`config.mk`:
```
export PLATFORM = sky130hd
export DESIGN_NAME = vdp_htiming_gen_flat
export DESIGN_NICKNAME = d
export VERILOG_FILES = /design/src/rtl/vdp_timing_pkg.sv /design/src/rtl/vdp_htiming_gen_if.sv /design/src/rtl/vdp_hwin_cmp.sv /design/src/rtl/vdp_htiming_gen.sv /design/src/flat_wrapper.sv
export SDC_FILE = /design/constraint.sdc
export NUM_CORES = 1
export LEC_CHECK = 0
export ABC_CLOCK_PERIOD_IN_PS = 4900
export CAP_MARGIN = 0
export CORE_MARGIN = 4
export CORE_UTILIZATION = 57
export CTS_BUF_LIST = sky130_fd_sc_hd__clkbuf_4
export DETAILED_ROUTE_END_ITERATION = 8
export PLACE_DENSITY_LB_ADDON = 0.08
export SYNTH_ARGS = -nofsm -noshare
export SYNTH_HDL_FRONTEND = slang
export SYNTH_HIERARCHICAL = 1
export SYNTH_SLANG_ARGS = --single-unit
```
`constraint.sdc`:
```
create_clock -name MCLK -period 4.9 [get_ports MCLK]
set_clock_uncertainty 0.05 [all_clocks]
set_input_delay 0.49 -clock MCLK [delete_from_list [all_inputs] [get_ports MCLK]]
set_output_delay 0.49 -clock MCLK [all_outputs]
set_load 0.1 [all_outputs]
```
`src/rtl/vdp_timing_pkg.sv`:
```
// -----------------------------------------------------------------------------
// vdp_timing_pkg
// Shared definitions for the VDP horizontal timing block:
//   - mode index encoding used to select an event's mode-enable bit
//   - event table entry layout {start, end, mask}
//   - default H counter jump points for H32 and H40
//   - mode_index() helper mapping the (h40, m5) shadow pair to a mode index
// -----------------------------------------------------------------------------
package vdp_timing_pkg;

  localparam int HCNT_W = 9;

  // Mode index. Also the bit position inside an event's 3-bit mask.
  typedef enum logic [1:0] {
    MODE_M4    = 2'd0,
    MODE_M5H32 = 2'd1,
    MODE_M5H40 = 2'd2
  } mode_idx_t;

  // One programmable event channel. A disabled channel has mask == 0.
  typedef struct packed {
    logic [HCNT_W-1:0] start_cnt;
    logic [HCNT_W-1:0] end_cnt;
    logic [2:0]        mask;
  } ev_entry_t;

  // Default jump points: END is the last linear count, RESUME follows it.
  localparam logic [HCNT_W-1:0] H32_END_DEF    = 9'h127;
  localparam logic [HCNT_W-1:0] H32_RESUME_DEF = 9'h1D2;
  localparam logic [HCNT_W-1:0] H40_END_DEF    = 9'h16C;
  localparam logic [HCNT_W-1:0] H40_RESUME_DEF = 9'h1C9;

  // h40 is only ever set together with m5, so Mode 4 wins when m5 is low.
  function automatic mode_idx_t mode_index(input logic h40, input logic m5);
    if (!m5)     return MODE_M4;
    else if (h40) return MODE_M5H40;
    else          return MODE_M5H32;
  endfunction

endpackage

```
`src/rtl/vdp_htiming_gen_if.sv`:
```
// -----------------------------------------------------------------------------
// vdp_htiming_gen_if
// Event table write port of the horizontal timing generator.
//   EV_WE     write strobe, one MCLK per write
//   EV_ADDR   channel to write (values >= N_EV are ignored by the slave)
//   EV_START  first count of the window
//   EV_END    last count of the window (inclusive)
//   EV_MASK   mode enable: bit0 M4/H32, bit1 M5/H32, bit2 M5/H40
// master: the register/CPU side driving writes; slave: the timing generator.
// -----------------------------------------------------------------------------
interface vdp_htiming_gen_if #(
  parameter int N_EV  = 8,
  parameter int CNT_W = 9
);

  localparam int ADDR_W = (N_EV > 1) ? $clog2(N_EV) : 1;

  logic              EV_WE;
  logic [ADDR_W-1:0] EV_ADDR;
  logic [CNT_W-1:0]  EV_START;
  logic [CNT_W-1:0]  EV_END;
  logic [2:0]        EV_MASK;

  modport master (
    output EV_WE,
    output EV_ADDR,
    output EV_START,
    output EV_END,
    output EV_MASK
  );

  modport slave (
    input EV_WE,
    input EV_ADDR,
    input EV_START,
    input EV_END,
    input EV_MASK
  );

endinterface

```
`src/rtl/vdp_hwin_cmp.sv`:
```
// -----------------------------------------------------------------------------
// vdp_hwin_cmp
// Combinational window hit for one event channel.
//   cnt        count under test
//   win_start  window first count
//   win_end    window last count (inclusive)
//   mask       per-mode enable bits, indexed by mode
//   mode       mode index of the line cnt belongs to
//   hit        cnt is inside the window and the channel is enabled in mode
// A window with start > end wraps through all-ones back to 0.
// -----------------------------------------------------------------------------
module vdp_hwin_cmp
  import vdp_timing_pkg::*;
#(
  parameter int CNT_W = HCNT_W
) (
  input  logic [CNT_W-1:0] cnt,
  input  logic [CNT_W-1:0] win_start,
  input  logic [CNT_W-1:0] win_end,
  input  logic [2:0]       mask,
  input  mode_idx_t        mode,
  output logic             hit
);

  logic in_win;
  logic mode_en;

  // NOTE: every always_comb output gets a value on every path (defaults or
  // full if/else and case default), otherwise synthesis infers a latch.
  always_comb begin
    if (win_start <= win_end) begin
      in_win = (cnt >= win_start) && (cnt <= win_end);
    end else begin
      in_win = (cnt >= win_start) || (cnt <= win_end);
    end

    case (mode)
      MODE_M4:    mode_en = mask[0];
      MODE_M5H32: mode_en = mask[1];
      MODE_M5H40: mode_en = mask[2];
      default:    mode_en = 1'b0;
    endcase

    hit = in_win & mode_en;
  end

endmodule

```
`src/rtl/vdp_htiming_gen.sv`:
```
// -----------------------------------------------------------------------------
// vdp_htiming_gen
// Horizontal timing generator: 9-bit H counter with mode-dependent jump,
// per-line mode shadow, line-start pulse and N_EV programmable window strobes.
//   MCLK        master clock
//   RESn        asynchronous active-low reset
//   DCLK_EN     count enable (pixel clock strobe)
//   H40, M5     requested mode; sampled into the shadow at each line start
//   ev_bus      event table write port (slave side)
//   HCNT        current H count
//   H40_ACT     40-cell mode shadow in use for this line
//   M5_ACT      Mode 5 shadow in use for this line
//   LINE_START  one-MCLK pulse on the step into count 0
//   EV_OUT      event strobes, registered together with HCNT
// Events are evaluated on the next count and next mode shadow so that EV_OUT
// always matches the HCNT value it is registered with. The event table width
// follows the package HCNT_W, which CNT_W is expected to equal.
// -----------------------------------------------------------------------------
module vdp_htiming_gen
  import vdp_timing_pkg::*;
#(
  parameter int               CNT_W      = HCNT_W,
  parameter int               N_EV       = 8,
  parameter logic [CNT_W-1:0] H32_END    = H32_END_DEF,
  parameter logic [CNT_W-1:0] H32_RESUME = H32_RESUME_DEF,
  parameter logic [CNT_W-1:0] H40_END    = H40_END_DEF,
  parameter logic [CNT_W-1:0] H40_RESUME = H40_RESUME_DEF
) (
  input  logic                MCLK,
  input  logic                RESn,
  input  logic                DCLK_EN,
  input  logic                H40,
  input  logic                M5,
  vdp_htiming_gen_if.slave    ev_bus,
  output logic [CNT_W-1:0]    HCNT,
  output logic                H40_ACT,
  output logic                M5_ACT,
  output logic                LINE_START,
  output logic [N_EV-1:0]     EV_OUT
);

  logic [CNT_W-1:0] end_sel;
  logic [CNT_W-1:0] resume_sel;
  logic [CNT_W-1:0] cnt_nxt;
  logic             wrap_nxt;
  logic             h40_nxt;
  logic             m5_nxt;
  mode_idx_t        mode_nxt;
  logic [N_EV-1:0]  ev_hit;

  ev_entry_t        ev_tab [N_EV];

  // ---------------------------------------------------------------------------
  // Next count and next mode shadow.
  // Only equality with END triggers the jump, so a count sitting in the gap
  // (above END, below RESUME) just runs linearly to all-ones and wraps.
  // ---------------------------------------------------------------------------
  always_comb begin
    end_sel    = H40_ACT ? H40_END    : H32_END;
    resume_sel = H40_ACT ? H40_RESUME : H32_RESUME;

    if (HCNT == end_sel) begin
      cnt_nxt = resume_sel;
    end else if (&HCNT) begin
      cnt_nxt = '0;
    end else begin
      cnt_nxt = HCNT + 1'b1;
    end

    wrap_nxt = (cnt_nxt == '0);

    // The shadow changes only at the line boundary; H40 without M5 is H32.
    h40_nxt = H40_ACT;
    m5_nxt  = M5_ACT;
    if (wrap_nxt) begin
      h40_nxt = H40 & M5;
      m5_nxt  = M5;
    end

    mode_nxt = mode_index(h40_nxt, m5_nxt);
  end

  // ---------------------------------------------------------------------------
  // Window comparators, one per channel, all looking at the next count.
  // ---------------------------------------------------------------------------
  for (genvar g = 0; g < N_EV; g++) begin : g_ev
    vdp_hwin_cmp #(
      .CNT_W (CNT_W)
    ) u_cmp (
      .cnt       (cnt_nxt),
      .win_start (ev_tab[g].start_cnt),
      .win_end   (ev_tab[g].end_cnt),
      .mask      (ev_tab[g].mask),
      .mode      (mode_nxt),
      .hit       (ev_hit[g])
    );
  end

  // ---------------------------------------------------------------------------
  // Counter, mode shadow and output registers.
  // LINE_START is rewritten every MCLK so it is never wider than one MCLK,
  // even when DCLK_EN is sparse.
  // ---------------------------------------------------------------------------
  // NOTE: sequential state uses non-blocking (<=) so every register samples
  // the pre-edge values; blocking here would create order-dependent logic.
  always_ff @(posedge MCLK or negedge RESn) begin
    if (!RESn) begin
      HCNT       <= '0;
      H40_ACT    <= 1'b0;
      M5_ACT     <= 1'b0;
      LINE_START <= 1'b0;
      EV_OUT     <= '0;
    end else begin
      LINE_START <= DCLK_EN & wrap_nxt;
      if (DCLK_EN) begin
        HCNT    <= cnt_nxt;
        H40_ACT <= h40_nxt;
        M5_ACT  <= m5_nxt;
        EV_OUT  <= ev_hit;
      end
    end
  end

  // ---------------------------------------------------------------------------
  // Event table. Writes are independent of DCLK_EN; a write on the same edge
  // as an enabled step lands after that step has used the old entry.
  // ---------------------------------------------------------------------------
  // NOTE: this small register table is deliberately reset: an uncleared
  // table would fire stale windows after reset. Large RAMs are not reset.
  always_ff @(posedge MCLK or negedge RESn) begin
    if (!RESn) begin
      for (int i = 0; i < N_EV; i++) begin
        ev_tab[i] <= '0;
      end
    end else if (ev_bus.EV_WE) begin
      for (int i = 0; i < N_EV; i++) begin
        if (int'(ev_bus.EV_ADDR) == i) begin
          ev_tab[i].start_cnt <= ev_bus.EV_START;
          ev_tab[i].end_cnt   <= ev_bus.EV_END;
          ev_tab[i].mask      <= ev_bus.EV_MASK;
        end
      end
    end
  end

endmodule

```
`src/flat_wrapper.sv`:
```
// flat-port wrapper written by rule: the top's interface ports become plain ports
module vdp_htiming_gen_flat import vdp_timing_pkg::*;
#(
  parameter int               CNT_W      = HCNT_W,
  parameter int               N_EV       = 8,
  parameter logic [CNT_W-1:0] H32_END    = H32_END_DEF,
  parameter logic [CNT_W-1:0] H32_RESUME = H32_RESUME_DEF,
  parameter logic [CNT_W-1:0] H40_END    = H40_END_DEF,
  parameter logic [CNT_W-1:0] H40_RESUME = H40_RESUME_DEF
)
  (MCLK, RESn, DCLK_EN, H40, M5, HCNT, H40_ACT, M5_ACT, LINE_START, EV_OUT, ev_bus_EV_WE, ev_bus_EV_ADDR, ev_bus_EV_START, ev_bus_EV_END, ev_bus_EV_MASK);
  vdp_htiming_gen_if #(.N_EV(N_EV), .CNT_W(CNT_W)) ev_bus_i ();
  input  logic MCLK;
  input  logic RESn;
  input  logic DCLK_EN;
  input  logic H40;
  input  logic M5;
  output logic [CNT_W-1:0] HCNT;
  output logic H40_ACT;
  output logic M5_ACT;
  output logic LINE_START;
  output logic [N_EV-1:0] EV_OUT;
  input wire logic [$bits(ev_bus_i.EV_WE)-1:0] ev_bus_EV_WE;
  input wire logic [$bits(ev_bus_i.EV_ADDR)-1:0] ev_bus_EV_ADDR;
  input wire logic [$bits(ev_bus_i.EV_START)-1:0] ev_bus_EV_START;
  input wire logic [$bits(ev_bus_i.EV_END)-1:0] ev_bus_EV_END;
  input wire logic [$bits(ev_bus_i.EV_MASK)-1:0] ev_bus_EV_MASK;
  assign ev_bus_i.EV_WE = ev_bus_EV_WE;
  assign ev_bus_i.EV_ADDR = ev_bus_EV_ADDR;
  assign ev_bus_i.EV_START = ev_bus_EV_START;
  assign ev_bus_i.EV_END = ev_bus_EV_END;
  assign ev_bus_i.EV_MASK = ev_bus_EV_MASK;
  vdp_htiming_gen #(.CNT_W(CNT_W), .N_EV(N_EV), .H32_END(H32_END), .H32_RESUME(H32_RESUME), .H40_END(H40_END), .H40_RESUME(H40_RESUME)) u_core (.MCLK(MCLK), .RESn(RESn), .DCLK_EN(DCLK_EN), .H40(H40), .M5(M5), .ev_bus(ev_bus_i), .HCNT(HCNT), .H40_ACT(H40_ACT), .M5_ACT(M5_ACT), .LINE_START(LINE_START), .EV_OUT(EV_OUT));
endmodule
```
==> metrics.csv, run 1 <==
stage,metric,value,unit
clock_tree,count of buffers added by post-CTS timing repair for setup,0,
grt,GRT Util Overall,0.2632,
grt,antenna violations before repair,4,
synth,Avg Synthesized Cell Area,11.05,sq um
timing,shortest clock period the worst path allows after layout,4.062,ns
layout,layout cells sized above 1,0.2283,
floorplanning,Site Rows,54,
floorplanning,Placeable Area,22030,sq um
power_and_ir_drop,Gate power share,0.537,
job,max-cap viol count,0,
route,Post-DRT Antenna Nets,0,
clock_tree,H-tree depth reported by CTS,4,
layout,area growth from synthesis to layout,9.563,%
timing,setup repair after global routing missed its margin,no,
floorplanning,Initial Utilization,0.5839,
synth,"top cells, area","dfrtp_1, ha_1, mux2_2",
layout,"commonest cells after routing, fill and taps aside","ha_1, dfrtp_1, mux2_2, inv_1, nor2_1",
synth,post-synth top area cell,dfrtp_1,
timing,slew margin rel.,0.2043,
power_and_ir_drop,switching power as a share of total power,0.4408,
timing,top achievable clock speed,246.2,MHz
grt,gr ovfl total,0,
timing,Final Max Tran Viols,0,
layout,number of filler instances in the final layout,1821,
power_and_ir_drop,switching power of the nets,0.002931,W
route,total iterations of the first detailed-routing run,5,
clock_tree,CTS Root Cell,clkbuf_4,
critical_path,maximum net fanout on the critical path,19,
synth,Synth cell types,51,
floorplanning,I/O Pins,50,
clock_tree,clk sink count,188,
route,drt first-iter violations,521,
grt,first-pass GRT wire length,49.80,mm
synth,Dominant flop cell,dfrtp_1,
critical_path,Setup CP Type,reg2reg,
synth,number of cell instances after yosys synthesis,1164,
route,Vias/cell,5.950,
layout,final-stage net count,1480,
synth,post-synthesis instance area,12860,sq um
timing,final cycle utilization of the critical path,0.8290,
synth,Gate Count Post-Synth,1164,
outcome,outcome,"complete, no violations",
grt,GR met2 Demand/Resource,0.4258,
clock_tree,clock slew at the register clock pins of the worst setup and hold paths,0.14,ns
placed_design,Setup WS pre-CTS,0.8906,ns
critical_path,"Arr. time, crit path",4.48,ns
synth,number of nets at floorplan,1413,
grt,Top Usage Layer GRT,met2,
synth,"Chip Area, Yosys",12860,sq um
worst_hold_path,worst hold path type,reg2reg,
timing,sum of negative setup slack,0,ns
power_and_ir_drop,internal portion of total power,0.003718,W
synth,tally of yosys warning messages,6,
route,via count,9073,
synth,portion of the post-synthesis area used by sequential elements,0.3658,
critical_path,endpoint type of the worst setup path,flop,
grt,met3 track demand over resource in global routing,0.02898,
placed_design,DP Wirelength,22.11,mm
floorplanning,Die Footprint,25030,sq um
synth,number of enable-type register cells in the synthesized netlist,0,
power_and_ir_drop,proportion of power drawn by flip-flops and latches,0.332,
grt,pin count of the biggest net entering global routing,112,
power_and_ir_drop,highest ir drop seen on vdd,0.3195,mV
job,number of warnings the tools reported,29,
timing,number of hold violations in the final report,0,
critical_path,CP Launch Type,flop,
==> run 1: cells by family after synthesis <==
family	Yosys count	share of synthesized area
multiplexers	198	0.1724
buffers and inverters	167	0.05030
adder cells (fa/ha/maj)	219	0.2131
flip-flops	188	0.3658
AND-OR/OR-AND	180	0.1067
XOR/XNOR	5	0.003405
AND/OR/NAND/NOR	207	0.08834
==> run 1: final cells by class <==
type,instances,area (sq um),area share
clock buffer,19,142.6,0.01012
tap,280,350.3,0.02486
inverter,146,548.0,0.03889
clock inverter,13,145.1,0.01030
timing repair buffer,69,646.9,0.04591
antenna,1,2.502,0.0001776
sequential,188,4705,0.3339
multi-input combinational,809,7551,0.5359
==> run 1: synth_stat cells, types with 13 or more instances <==
library cell,number
nand4_1,33
o21ai_0,36
a21oi_1,42
mux2_2,184
inv_1,146
mux2i_1,13
ha_1,219
a211oi_2,16
a21o_1,17
dfrtp_1,188
o211ai_1,16
nor2b_1,18
nand3_1,22
nand2_1,24
nor2_1,53
==> run 1: stage by stage <==
step | std cells | hold WS [ns] | utilization | instance area (sq um) | total power, W
6_report | 1525 | 0.4704 | 0.6397 | 14090 | 0.006649
2_1_floorplan | 1164 | 0.1444 | - | 12860 | 0.004775
4_1_cts | 1524 | 0.4206 | 0.6396 | 14090 | 0.006680
3_5_place_dp | 1491 | 0.4426 | 0.6261 | 13790 | 0.005794
5_1_grt | 1525 | 0.4479 | 0.6397 | 14090 | 0.007191
3_3_place_gp | 1491 | 0.4364 | 0.6261 | 13790 | 0.005691
==> run 1: repair_timing <==
item | CTS | global route
hold endpoints to repair | 50 | 0
resized | 0 | 0
hold buffers | 1 | 0
==> run 1: critical path, cell delays in order, from the launching register on <==
cell	delay, ns
dfrtp_1	0.53
and3_4	0.25
nand3_1	0.09
nor2_1	0.17
ha_1	0.34
nor2b_1	0.09
mux2i_1	0.22
a21oi_1	0.09
o2bb2a_4	0.37
nor3_2	0.35
mux2i_2	0.30
buf_4	0.30
mux2i_1	0.22
o21ai_0	0.17
o211a_1	0.17
mux2_2	0.26
==> run 1: layer usage <==
metal | routed length [um] | share of wire | up-vias
li1 | - | - | 4377
met5 | 0 | 0 | -
met1 | 15430 | 0.48 | 4514
met2 | 14950 | 0.47 | 145
met4 | 610 | 0.019 | 0
met3 | 868 | 0.027 | 37
==> run 1: path summary, 6_finish.rpt <==
kind | start | end | slack [ns] | cells past startpoint
max in group asynchronous | RESn | u_core/ev_tab[3] | 3.11 | 3
min reg2reg | u_core/ev_tab[9] | u_core/ev_tab[9] | 0.47 | 1
max reg2reg | u_core/HCNT[2] | u_core/EV_OUT[5] | 0.84 | 15
min | u_core/ev_tab[9] | u_core/ev_tab[9] | 0.47 | 1
max | u_core/HCNT[2] | u_core/EV_OUT[5] | 0.84 | 15
min in group asynchronous | RESn | u_core/ev_tab[60] | 0.49 | 2
==> run 1: flip-flops by register name (all words and copies together), names as in the netlist <==
name / cells
u_core/ev_tab: 168
u_core/HCNT: 9
u_core/EV_OUT: 8
u_core/H40_ACT: 1
u_core/LINE_START: 1
u_core/M5_ACT: 1
Figure 1. Clock network drawn from the DEF (run 1).
Scale bar: 50 um.
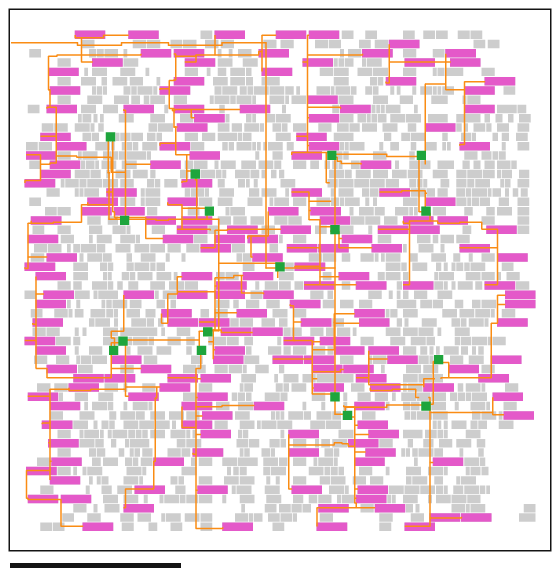
[magenta] flip-flops | count: 188
[orange] clock wires | length: 2280 um
[green] clock drivers | count: 17
routed clock nets: 18
Late-Pin Clk Latency: 0.57 ns
Clock Power Share: 0.131
Clk power: 0.000870 W

Figure 2. Pin map (run 1).
Pins as bars across the die edge, other pins in grey.
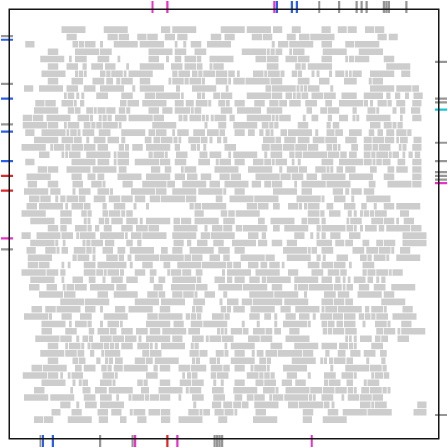
[magenta] EV_OUT | pins: 8 | direction: output | edge: 3 top, 3 bottom, 1 right, 1 left
[blue] ev_bus_EV_END | pins: 9 | direction: input | edge: 4 left, 3 top, 2 bottom
[red] ev_bus_EV_MASK | pins: 3 | direction: input | edge: 2 left, 1 bottom
[cyan] H40_ACT | pins: 1 | direction: output | edge: right
all pins by edge: 15 top, 13 bottom, 11 left, 11 right
number of port buffers: 49
vertical extent of the die: 158.2 um
width of the die: 158.2 um

Figure 3. Track usage over the die (run 1).
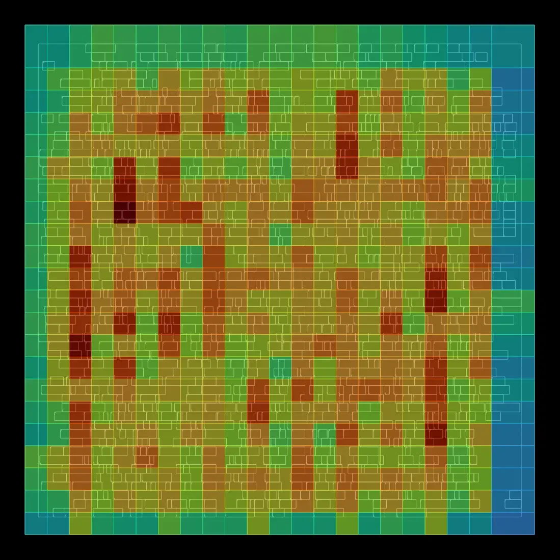
utilization after layout: 0.6397
met1 usage: 0.3788
detailed-route wire length per cell: 20.90 um

Figure 4. Register map, names as in the netlist (run 1).
Other sequential cells in the stronger grey, the rest of the logic in the fainter grey.
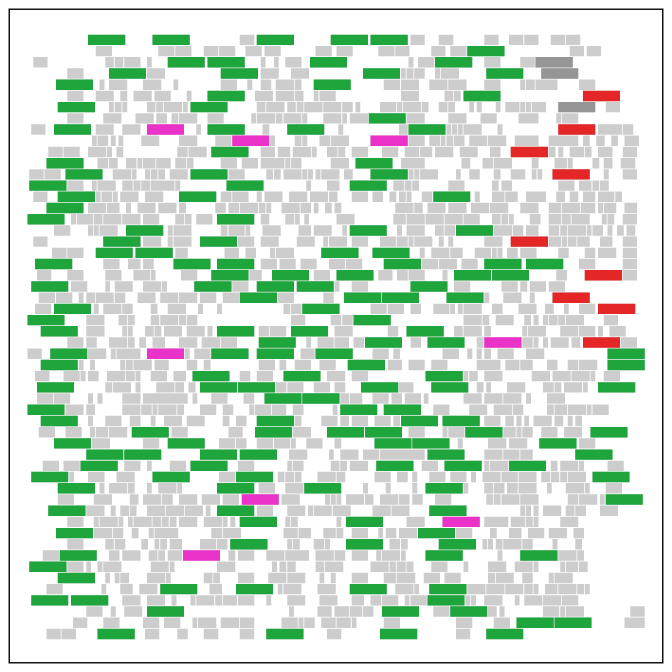
[red] u_core/HCNT | placed flops: 9
[magenta] u_core/EV_OUT | placed flops: 8
[green] u_core/ev_tab | placed flops: 168 | where: spread over the die
Register Area: 4705 sq um
Seq/total area: 0.3339
power in sequential cells: 0.00221 W

Figure 5. Met4 routing (run 1).
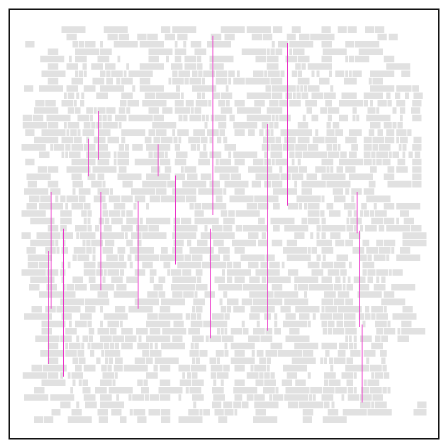

--- run 2 (diff from run 1) ---
--- a/config.mk
+++ b/config.mk
@@ -5,7 +5,7 @@
 export SDC_FILE = /design/constraint.sdc
 export NUM_CORES = 1
 export LEC_CHECK = 0
-export ABC_CLOCK_PERIOD_IN_PS = 4900
+export ABC_CLOCK_PERIOD_IN_PS = 3750
 export CAP_MARGIN = 0
 export CORE_MARGIN = 4
 export CORE_UTILIZATION = 57
==> constraint.sdc (replaced) <==
create_clock -name MCLK -period 3.75 [get_ports MCLK]
set_clock_uncertainty 0.05 [all_clocks]
set_input_delay 0.375 -clock MCLK [delete_from_list [all_inputs] [get_ports MCLK]]
set_output_delay 0.375 -clock MCLK [all_outputs]
set_load 0.1 [all_outputs]
Figure 6. Met4 routing (run 2).
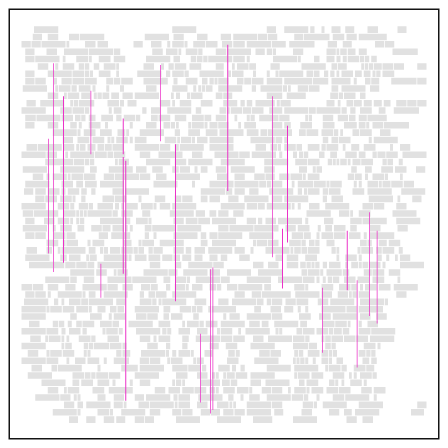
nets with wire on the layer: 19
share of all routed wire: 2.8%
wire length on this layer: 903 um
total wire length after detailed routing: 32.71 mm
via count: 9194

Figure 7. Register map, names as in the netlist (run 2).
Other sequential cells in the stronger grey, the rest of the logic in the fainter grey.
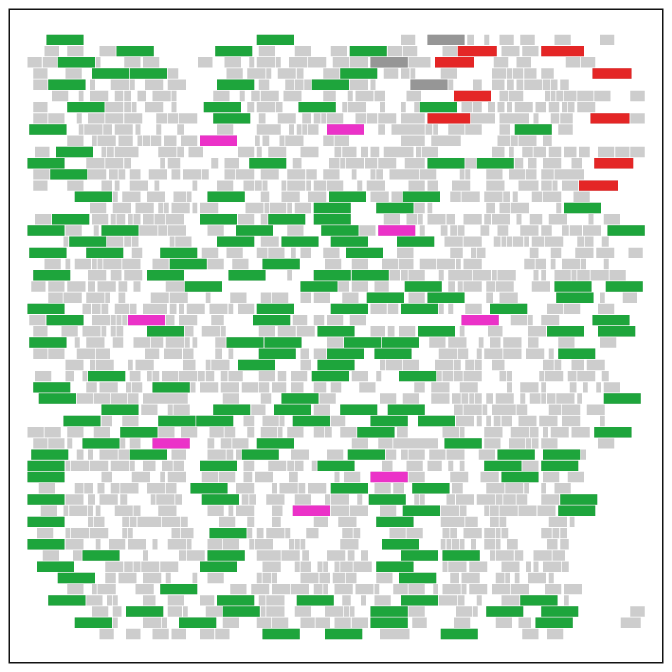
[red] u_core/HCNT | placed flops: 9 | where: top right
[green] u_core/ev_tab | placed flops: 168 | where: spread over the die
[magenta] u_core/EV_OUT | placed flops: 8
not coloured: 3
utilization after layout: 0.6476
Seq/total area: 0.3308

==> run 2 against run 1 <==
Compared with the run above: synthesized area unchanged; die size unchanged; register-to-register slack got worse by 0.68 ns; count of clock-buffer cells in the layout decreased by 2; critical endpoint is now u_core/EV_OUT[6]; highest routed layer unchanged.
==> metrics.csv, run 2 <==
stage,metric,value,unit,change
timing,Final Max Tran Viols,0,,unchanged
synth,portion of the post-synthesis area used by sequential elements,0.3658,,unchanged
worst_hold_path,worst hold path type,in2async,,was reg2reg
floorplanning,Initial Utilization,0.5839,,unchanged
layout,layout cells sized above 1,0.2438,,was 0.2283
critical_path,"Arr. time, crit path",4.04,ns,was 4.48 ns
synth,number of cell instances after yosys synthesis,1164,,unchanged
critical_path,Setup CP Type,reg2reg,,unchanged
grt,gr ovfl total,0,,unchanged
grt,antenna violations before repair,3,,was 4
synth,"top cells, area","dfrtp_1, ha_1, mux2_2",,unchanged
power_and_ir_drop,Clock Power Share,0.130,,was 0.131
floorplanning,width of the die,158.2,um,unchanged
synth,tally of yosys warning messages,6,,unchanged
layout,final-stage net count,1491,,was 1480
clock_tree,count of buffers added by post-CTS timing repair for setup,0,,unchanged
clock_tree,CTS Root Cell,clkbuf_4,,unchanged
timing,shortest clock period the worst path allows after layout,3.589,ns,was 4.062 ns
layout,area growth from synthesis to layout,10.92,%,was 9.563%
synth,Dominant flop cell,dfrtp_1,,unchanged
floorplanning,vertical extent of the die,158.2,um,unchanged
route,Post-DRT Antenna Nets,0,,unchanged
synth,"Chip Area, Yosys",12860,sq um,unchanged
synth,number of nets at floorplan,1413,,unchanged
power_and_ir_drop,switching power of the nets,0.003895,W,was 0.002931 W
floorplanning,I/O Pins,50,,unchanged
synth,Avg Synthesized Cell Area,11.05,sq um,unchanged
layout,largest register by flop count,u_core/ev_tab,,unchanged
placed_design,DP Wirelength,22.93,mm,was 22.11 mm
power_and_ir_drop,proportion of power drawn by flip-flops and latches,0.327,,was 0.332
synth,most frequent cell after synthesis,ha_1,,unchanged
outcome,outcome,"complete, no violations",,unchanged
clock_tree,Late-Pin Clk Latency,0.60,ns,was 0.57 ns
grt,pin count of the biggest net entering global routing,70,,was 112
floorplanning,Die Footprint,25030,sq um,unchanged
clock_tree,clock slew at the register clock pins of the worst setup and hold paths,0.16,ns,was 0.14 ns
power_and_ir_drop,switching power as a share of total power,0.4405,,was 0.4408
clock_tree,clk sink count,188,,unchanged
floorplanning,Site Rows,54,,unchanged
clock_tree,H-tree depth reported by CTS,4,,unchanged
synth,Synth cell types,51,,unchanged
critical_path,CP Launch Type,flop,,unchanged
grt,first-pass GRT wire length,51.40,mm,was 49.80 mm
critical_path,maximum net fanout on the critical path,17,,was 19
timing,sum of negative setup slack,0,ns,unchanged
floorplanning,Placeable Area,22030,sq um,unchanged
placed_design,number of port buffers,49,,unchanged
timing,final cycle utilization of the critical path,0.9572,,was 0.8290
timing,setup repair after global routing missed its margin,no,,unchanged
layout,largest registers,"u_core/ev_tab x168, u_core/HCNT x9, u_core/EV_OUT x8",,unchanged
timing,top achievable clock speed,278.6,MHz,was 246.2 MHz
route,detailed-route wire length per cell,21.29,um,was 20.90 um
route,Vias/cell,5.986,,was 5.950
synth,post-synth top area cell,dfrtp_1,,unchanged
==> run 2: per-layer routing <==
| metal | vias to the layer above | global-route usage | routed length, um |
|---|---|---|---|
| li1 | 4377 | - | - |
| met1 | 4586 | 0.3770 | 15370 |
| met2 | 181 | 0.4398 | 15230 |
| met3 | 50 | 0.04210 | 1204 |
| met4 | 0 | 0.08286 | 903 |
| met5 | - | 0 | 0 |
==> run 2: cell type report <==
type	count	area, sq um
clock buffers	17	127.6
repair buffers	80	792.0
inverters	146	548.0
well taps	280	350.3
diodes	1	2.502
flip-flops and latches	188	4720
fillers	1789	7761
clock inverters	15	145.1
multi-input cells	809	7580
==> run 2: path summary, 6_finish.rpt <==
kind	slack, ns	depth (start not counted)	endpoint	start
max reg2reg	0.16	15	u_core/EV_OUT[6]	u_core/HCNT[3]
max	0.16	15	u_core/EV_OUT[6]	u_core/HCNT[3]
min reg2reg	0.47	1	u_core/ev_tab[115]	u_core/ev_tab[115]
max in group asynchronous	2.48	3	u_core/ev_tab[22]	RESn
min in group MCLK	0.36	3	u_core/H40_ACT	H40
min	0.28	2	u_core/ev_tab[59]	RESn
==> run 2: what timing repair did <==
action	CTS	global route
hold buffers	1	0
gates resized	0	2
hold endpoints to repair	66	0
setup endpoints to repair	0	3
==> run 2: stage by stage <==
step | worst slack, ns | power (W) | area [sq um] | util | cells
CTS | 0.1634 | 0.008863 | 14250 | 0.6471 | 1535
floorplan | 0.02123 | 0.006286 | 12910 | - | 1164
global route | 0.004141 | 0.009532 | 14260 | 0.6476 | 1536
global placement | 0.2922 | 0.007525 | 13970 | 0.6342 | 1502
detailed placement | 0.1878 | 0.007690 | 13970 | 0.6342 | 1502
finish | 0.1606 | 0.008842 | 14260 | 0.6476 | 1536
==> run 2: kinds of logic after synthesis <==
family,after synthesis,synth area share
AND/OR/NAND/NOR,207,0.08834
flip-flops,188,0.3658
adder cells (fa/ha/maj),219,0.2131
AND-OR/OR-AND,180,0.1067
multiplexers,198,0.1724
buffers and inverters,167,0.05030
XOR/XNOR,5,0.003405
==> run 2: power by group through the flow <==
stage	registers [W]	clock network [W]	logic (W)
after floorplan	0.00339	0	0.00290
after global placement	0.00292	0	0.00461
after detailed placement	0.00293	0	0.00476
after CTS	0.00289	0.00118	0.00479
after global routing	0.00296	0.00126	0.00531
final	0.00289	0.00115	0.00481
==> run 2: worst max-delay path, cell delays in order, from the launching register on <==
cell	delay [ns]
dfrtp_4	0.50
and3_4	0.21
nand3_1	0.10
nor2_1	0.18
ha_1	0.24
nor2b_1	0.06
mux2i_1	0.22
a21oi_1	0.08
o2bb2a_4	0.36
nor3_4	0.32
mux2i_4	0.29
buf_12	0.18
mux2i_1	0.18
o21ai_0	0.12
o211a_1	0.13
mux2_2	0.25
Power and IR drop assume default switching activity.
